## src/rtl/pipeline_pkg.sv

```systemverilog
// Shared fetch-pipeline definitions: prefetch FSM states, NOP encoding, default reset PC.
package pipeline_pkg;

  typedef enum logic [1:0] {
    PFQ_IDLE = 2'b00,
    PFQ_WAIT = 2'b01,
    PFQ_DROP = 2'b10
  } pfq_state_e;

  localparam logic [31:0] INSTR_NOP    = 32'h0000_0000;
  localparam logic [31:0] PFQ_RESET_PC = 32'h0000_0000;

  function automatic logic [31:0] word_align(input logic [31:0] pc);
    return pc & ~32'h0000_0003;
  endfunction

endpackage

```

## src/rtl/pfq_fifo.sv

```systemverilog
// Ring buffer of {pc+4, instr} pairs for the prefetch queue; flush clears pointers and count.
module pfq_fifo
  import pipeline_pkg::*;
#(
  parameter int unsigned DEPTH = 4
) (
  input  logic                     clk_i,
  input  logic                     rst_n,
  input  logic                     push,
  input  logic [63:0]              push_data,
  input  logic                     pop,
  input  logic                     flush,
  output logic [$clog2(DEPTH):0]   count,
  output logic [63:0]              head_data
);

  localparam int unsigned AW = $clog2(DEPTH);
  localparam int unsigned CW = AW + 1;

  logic [63:0]   mem [DEPTH];
  logic [AW-1:0] wr_ptr;
  logic [AW-1:0] rd_ptr;
  logic          do_push;
  logic          do_pop;

  assign do_push   = push & (count != CW'(DEPTH)) & ~flush;
  assign do_pop    = pop & (count != '0) & ~flush;
  assign head_data = mem[rd_ptr];

  always_ff @(posedge clk_i) begin
    if (do_push) mem[wr_ptr] <= push_data;
  end

  always_ff @(posedge clk_i) begin
    if (!rst_n || flush) begin
      wr_ptr <= '0;
      rd_ptr <= '0;
      count  <= '0;
    end else begin
      if (do_push) wr_ptr <= wr_ptr + 1'b1;
      if (do_pop)  rd_ptr <= rd_ptr + 1'b1;
      case ({do_push, do_pop})
        2'b10:   count <= count + 1'b1;
        2'b01:   count <= count - 1'b1;
        default: count <= count;
      endcase
    end
  end

endmodule

```

## src/rtl/instr_prefetch_queue.sv

```systemverilog
// Fetch front end: req/ack instruction fetch, prefetch FIFO into IF/ID, redirect flush.
// Optional macro PFQ_BYPASS_EN forwards an ack straight to IF/ID when the queue is empty.
module instr_prefetch_queue
  import pipeline_pkg::*;
#(
  parameter int unsigned DEPTH    = 4,
  parameter logic [31:0] RESET_PC = PFQ_RESET_PC
) (
  input  logic        clk_i,
  input  logic        rst_n,
  output logic        mem_req_o,
  output logic [31:0] mem_addr_o,
  input  logic        mem_ack_i,
  input  logic [31:0] mem_data_i,
  output logic        instr_valid_o,
  output logic [31:0] instr_o,
  output logic [31:0] pc_plus4_o,
  input  logic        instr_ready_i,
  input  logic        redirect_i,
  input  logic [31:0] redirect_pc_i
);

  localparam int unsigned CW = $clog2(DEPTH) + 1;

  pfq_state_e    state;
  logic [31:0]   fetch_pc;
  logic [CW-1:0] count;
  logic [CW-1:0] outstanding;
  logic [63:0]   head_data;
  logic          pending;
  logic          credit;
  logic          fifo_valid;
  logic          bypass;
  logic          push;
  logic          pop;

  assign pending     = (state == PFQ_WAIT);
  assign outstanding = count + {{(CW-1){1'b0}}, pending};
  assign credit      = outstanding < CW'(DEPTH);
  assign fifo_valid  = (count != '0);

`ifdef PFQ_BYPASS_EN
  assign bypass = (state == PFQ_WAIT) & mem_ack_i & ~fifo_valid & instr_ready_i & ~redirect_i;
`else
  assign bypass = 1'b0;
`endif

  assign push = (state == PFQ_WAIT) & mem_ack_i & ~redirect_i & ~bypass;
  assign pop  = fifo_valid & instr_ready_i & ~redirect_i;

  pfq_fifo #(
    .DEPTH(DEPTH)
  ) u_fifo (
    .clk_i     (clk_i),
    .rst_n     (rst_n),
    .push      (push),
    .push_data ({fetch_pc + 32'd4, mem_data_i}),
    .pop       (pop),
    .flush     (redirect_i),
    .count     (count),
    .head_data (head_data)
  );

  always_comb begin
    instr_valid_o = fifo_valid;
    instr_o       = fifo_valid ? head_data[31:0]  : INSTR_NOP;
    pc_plus4_o    = fifo_valid ? head_data[63:32] : '0;
    if (bypass) begin
      instr_valid_o = 1'b1;
      instr_o       = mem_data_i;
      pc_plus4_o    = fetch_pc + 32'd4;
    end
  end

  // Redirect always wins; an outstanding request cannot be cancelled, so it is parked in DROP.
  always_ff @(posedge clk_i) begin
    if (!rst_n) begin
      state      <= PFQ_IDLE;
      fetch_pc   <= RESET_PC;
      mem_req_o  <= 1'b0;
      mem_addr_o <= RESET_PC;
    end else if (redirect_i) begin
      fetch_pc <= word_align(redirect_pc_i);
      case (state)
        PFQ_WAIT, PFQ_DROP: begin
          if (mem_ack_i) begin
            state     <= PFQ_IDLE;
            mem_req_o <= 1'b0;
          end else begin
            state <= PFQ_DROP;
          end
        end
        default: state <= PFQ_IDLE;
      endcase
    end else begin
      case (state)
        PFQ_IDLE: begin
          if (credit) begin
            state      <= PFQ_WAIT;
            mem_req_o  <= 1'b1;
            mem_addr_o <= fetch_pc;
          end
        end
        PFQ_WAIT: begin
          if (mem_ack_i) begin
            state     <= PFQ_IDLE;
            mem_req_o <= 1'b0;
            fetch_pc  <= fetch_pc + 32'd4;
          end
        end
        PFQ_DROP: begin
          if (mem_ack_i) begin
            state     <= PFQ_IDLE;
            mem_req_o <= 1'b0;
          end
        end
        default: begin
          state     <= PFQ_IDLE;
          mem_req_o <= 1'b0;
        end
      endcase
    end
  end

endmodule

```

## config.mk

```make
export PLATFORM = sky130hd
export DESIGN_NAME = instr_prefetch_queue
export DESIGN_NICKNAME = d
export VERILOG_FILES = /design/src/rtl/pipeline_pkg.sv /design/src/rtl/pfq_fifo.sv /design/src/rtl/instr_prefetch_queue.sv
export SDC_FILE = /design/constraint.sdc
export NUM_CORES = 1
export LEC_CHECK = 0
export CAP_MARGIN = 10
export CORE_MARGIN = 3
export CORE_UTILIZATION = 54
export DETAILED_ROUTE_END_ITERATION = 8
export PLACE_DENSITY = 0.75
export REMOVE_ABC_BUFFERS = 1
export SETUP_SLACK_MARGIN = 0.02
export SKIP_LAST_GASP = 1
export SLEW_MARGIN = 20
export SYNTH_ARGS = -nofsm -noshare
export SYNTH_HDL_FRONTEND = slang
export SYNTH_HIERARCHICAL = 1
export SYNTH_SLANG_ARGS = --single-unit
```

## constraint.sdc

```tcl
create_clock -name clk_i -period 7 [get_ports clk_i]
set_input_delay 0.7 -clock clk_i [delete_from_list [all_inputs] [get_ports clk_i]]
set_output_delay 0.7 -clock clk_i [all_outputs]
set_load 0.05 [all_outputs]
```

Figure 1. Placement view (run 1).
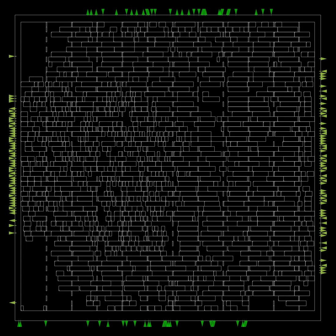
Fill cells: 1754
fin util: 0.667

Figure 2. Cells colored by class (run 1).
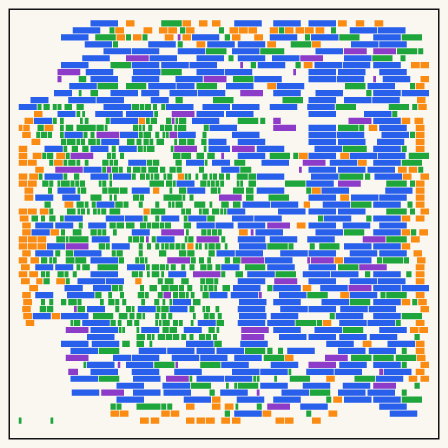
legend:
  purple:
    class: clock drivers and dummy loads
    cells: 62
  orange:
    class: other buffers and delay cells
    cells: 171
  green:
    class: all other logic
    cells: 552
  blue:
    class: flip-flops
    cells: 328

==> out/metrics.yaml, run 1 <==
rows: 58
grt_max_degree: 71
grt.total_usage: 0.212
area_leaders: "edfxtp_1, dfxtp_1, mux4_2"
cts_tree: "built"
port_buffers: 162
p_clk_frac: 0.437
yosysMostFrequentCell: "edfxtp_1"
hold_end: "mem_addr_o[6]$_SDFFE_PN0P_"
wl_per_cell_um: 20.5
yosysChipArea_um2: 14000
irDropWorstVdd_uv: 148
yosysCellCount: 948
met2_length_um: 14300
comb_cell_power_mw: 0.198
layout_top_cell: "edfxtp_1"
grt_pass1_vias: 8383
die_h_um: 167
rsz0062_at_grt: "no"
outcome: "finished clean"
timing.final.max_slew_violations: 0
grt_util_met3: 0.0363
tightest_slew_ns: 1.07
mux_share: 0.105
p_sw_mw: 0.865
maxCapViolCount: 0
p_seq_frac: 0.516
reg2reg_depth: 6
synthArstFlopShare: 0
sw_frac_of_total: 0.207
wl_met3_um: 2080
setup_viol: 0
grt_pass1_wl_um: 47200
yosysWarnings: 6
top_area_cell: "edfxtp_1"
drt-initial-drc-count: 674
antenna_found_initial: 0
coreArea_um2: 25300
end_kind: "primary output"
critPathLaunchType: "flip-flop"
place_congestion: 0.833
critical_path_class: "flip-flop to primary output"
drive_above_1_share: 0.124
cts.clk_slew.worst_paths_ns: 0.06
leakage_nw: 5.42
clock_skew_ns: 0.0218
cts_setup_buffers: 0
met1Wirelength_um: 12800
drc: 0
logic_family: "multiplexers"
ys_sh_adder: 0.00947
syn_to_final_growth_pct: 20.6
routed.top_layer: "met4"
required_ns: 6.30
p_total_mw: 4.19
nets: 1167
mappedNetlistArea_um2: 14000
ys_sh_simple: 0.105
globalRouteMet1Util: 0.304
drtPass1Iterations: 5
grt_overflow: 0
final_cell_mix: "edfxtp_1, clkdlybuf4s50_1, dfxtp_1"
cts_resized: 0
hold_depth: 2
cts_buffer_depth: 3
placedCellCount: 1381
fin_crit_ns: 4.16
combPwrFrac: 0.047
common_cells: "edfxtp_1, dfxtp_1, and2_1"
vias: 8453
r2r_end: "u_fifo/mem[3][24]$_DFFE_PP_"
Figure 3. Where the registers sit (run 1).
Scale bar: 50 um.
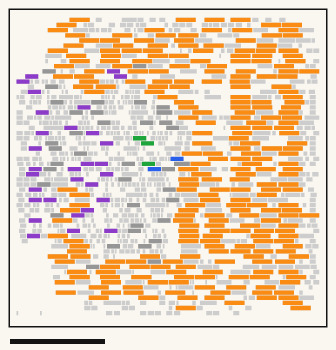
legend:
  purple:
    name_in_the_netlist: mem_addr_o
    sequential_cells: 30
    where: left middle
  blue:
    name_in_the_netlist: u_fifo/rd_ptr
    sequential_cells: 2
  orange:
    name_in_the_netlist: u_fifo/mem
    sequential_cells: 256
    where: widely spread
  green:
    name_in_the_netlist: u_fifo/count
    sequential_cells: 3

run 1: final cells by class:
class | count | area share
inverters | 16 | 0.00356
flip-flops and latches | 328 | 0.541
clock inverters | 17 | 0.0131
clock buffers | 45 | 0.0541
repair buffers | 171 | 0.0997
well taps | 330 | 0.0244
multi-input cells | 536 | 0.264
diodes | 1 | 0.000148
run 1: worst max-delay path: stages, from the launching register on:
cell and delay [ns]:
dfxtp_4 0.98, buf_4 0.51, mux4_2 0.56, and2_1 0.18, clkdlybuf4s50_1 0.70
run 1: flip-flops by register name, indices dropped and copies added, names as in the netlist, named ones only:
register,flops
state,2
u_fifo/rd_ptr,2
u_fifo/wr_ptr,2
u_fifo/count,3
mem_addr_o,30
u_fifo/mem,256
mem_req_o,1
fetch_pc,30
Figure 4. Local utilization (run 1).
The die is cut into 17 by 17 equal tiles; white is low, dark blue is high, 0 to 100% covered.
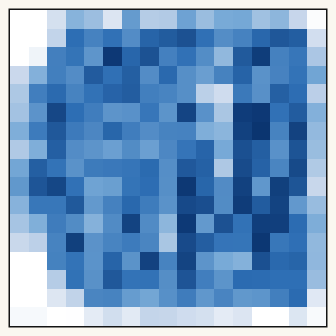

--- run 2 (diff from run 1) ---
- clock period: 7 -> 4 ns (I/O delays scaled with it)
Figure 5. Local utilization (run 2).
The die is cut into 17 by 17 equal tiles; white is low, dark blue is high, 0 to 100% covered.
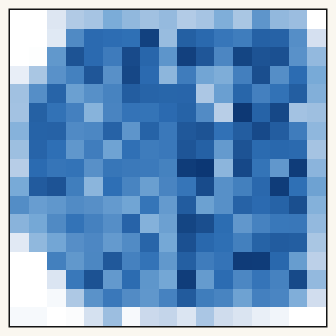
tiles over 75% full: 30%
emptiest ninth of the die: bottom left
nearly empty tiles: 5.9%
fullest tile: 97%

Figure 6. Cells colored by class (run 2).
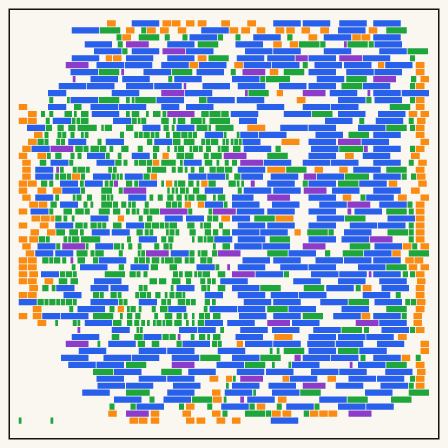
legend:
  purple:
    class: clock drivers and dummy loads
    cells: 54
  green:
    class: all other logic
    cells: 552
  blue:
    class: flip-flops
    cells: 328
  orange:
    class: other buffers and delay cells
    cells: 183

==> out/metrics.yaml, run 2 <==
outcome: "finished clean"
critPathMaxStageDelay_ns: 0.82  # -0.16 ns
met2_length_um: 14700  # +2.5%
p_sw_mw: 1.45  # +67%
end_kind: "primary output"
top_area_cell: "edfxtp_1"
synthArstFlopShare: 0  # unchanged
mappedNetlistArea_um2: 14000  # unchanged
clock_skew_ns: 0.0218  # -0.0000574 ns
sw_frac_of_total: 0.210  # +0.00352
p_total_mw: 6.88  # +64%
diodes: 0  # -1
rsz0062_at_grt: "no"
top_cell_area_share: 0.549
grt_pass1_wl_um: 48200  # +2.0%
cts_setup_buffers: 0  # unchanged
final_cell_mix: "edfxtp_1, clkdlybuf4s50_1, dfxtp_1"
cts_tree: "built"
wl_met3_um: 2130  # +2.1%
grt_util_met3: 0.0373  # +0.000949
largestRegisters: "u_fifo/mem: 256 flops, fetch_pc: 30 flops, mem_addr_o: 30 flops"
cts_resized: 0  # unchanged
ys_types: 60
cts.clk_slew.worst_paths_ns: 0.07  # about the same
grt_max_degree: 70  # -1.4%
setup_viol: 0  # unchanged
yosysWarnings: 6  # unchanged
yosysChipArea_um2: 14000  # unchanged
maxCapViolCount: 0  # unchanged
leakage_nw: 5.41  # -0.25%
grt_pass1_vias: 8424  # +0.49%
syn_to_final_growth_pct: 20.3
rows: 58  # unchanged
r2r_end: "u_fifo/count[2]$_SDFFE_PP0P_"
reg2reg_depth: 12  # +6
stdcell_area_um2: 16800
path_depth: 4  # unchanged
die_h_um: 167  # unchanged
pre_cts_ws_ns: 0.759
cp_slowest_cell: "clkdlybuf4s50_1"
seq_area_frac_synth: 0.652
vias: 8451  # -0.024%
yosysCellCount: 948  # unchanged
critical_path_class: "flip-flop to primary output"
comb_cell_power_mw: 0.352  # +78%
required_ns: 3.60  # -2.70 ns
coreArea_um2: 25300  # unchanged
grt.busiest_layer: "met2"
nets: 1175  # +0.69%
wl_per_cell_um: 21.0  # +2.3%
drtPass1Iterations: 5  # unchanged
antenna_found_initial: 0  # unchanged
hold_depth: 2  # unchanged
routed.top_layer: "met4"
area_leaders: "edfxtp_1, dfxtp_1, mux4_2"
port_buffers: 162  # unchanged
postRouteAntennaNets: 0
critPathLaunchType: "flip-flop"
combPwrFrac: 0.051  # +0.004
final_hold_viol_count: 0
place_congestion: 0.828  # -0.49%
crit_chain: "or3_2, buf_4, and2_1, clkdlybuf4s50_1"
fp_util: 0.553
fin_ws_ns: 0.538
p_seq_frac: 0.549  # +0.033
globalRouteMet1Util: 0.313  # +0.00838
drive_above_1_share: 0.128  # +0.00403
common_cells: "edfxtp_1, dfxtp_1, and2_1"
finish.utilization: 0.665  # -0.00168
layout_top_cell: "edfxtp_1"
irDropWorstVdd_uv: 292  # +97%
placedCellCount: 1393  # +0.87%
met1Wirelength_um: 13000  # +1.1%
drt-initial-drc-count: 652  # -3.3%
fin_crit_ns: 3.46
largest_reg_flops: 256  # unchanged
timing.final.max_slew_violations: 0  # unchanged
pwr_density_cell_nw_per_um2: 409
grt.total_usage: 0.216  # +0.00468
yosysMostFrequentCell: "edfxtp_1"
grt_overflow: 0  # unchanged
cts_buffer_depth: 3  # unchanged
p_clk_frac: 0.400  # -0.037
top_register: "u_fifo/mem"
tightest_slew_ns: 1.07  # -0.00260 ns
hold_end: "fetch_pc[2]$_SDFFE_PN0P_"
drc: 0  # unchanged
crit_buf_inv: 2  # unchanged
crit_family: "buffers and inverters"
Figure 7. M3 wires (run 2).
Scale bar: 50 um.
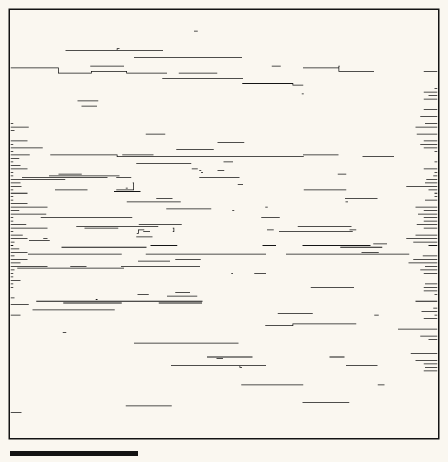
wire length on this layer: 2130 um
longest straight run: 72.7 um
main direction: horizontal
share of all routed wire: 7.0%
nets with wire on the layer: 171

[run 2: cell counts after synthesis]
Identical to the previous run, type by type.
[run 2: cells by family after synthesis]
family,count (synthesis),synth area share
XOR/XNOR,44,0.0275
buffers and inverters,93,0.0347
multiplexers,66,0.105
AND-OR/OR-AND,147,0.0663
other,1,0.000268
adder cells (fa/ha/maj),10,0.00947
flip-flops,328,0.652
AND/OR/NAND/NOR,259,0.105
[run 2: area by class of cell]
cell class | count | area [um^2]
Tap cell | 330 | 413
Fill cell | 1831 | 8480
Clock inverter | 15 | 119
Multi-Input combinational cell | 536 | 4460
Sequential cell | 328 | 9140
Inverter | 16 | 60.1
Timing Repair Buffer | 183 | 1840
Clock buffer | 39 | 826
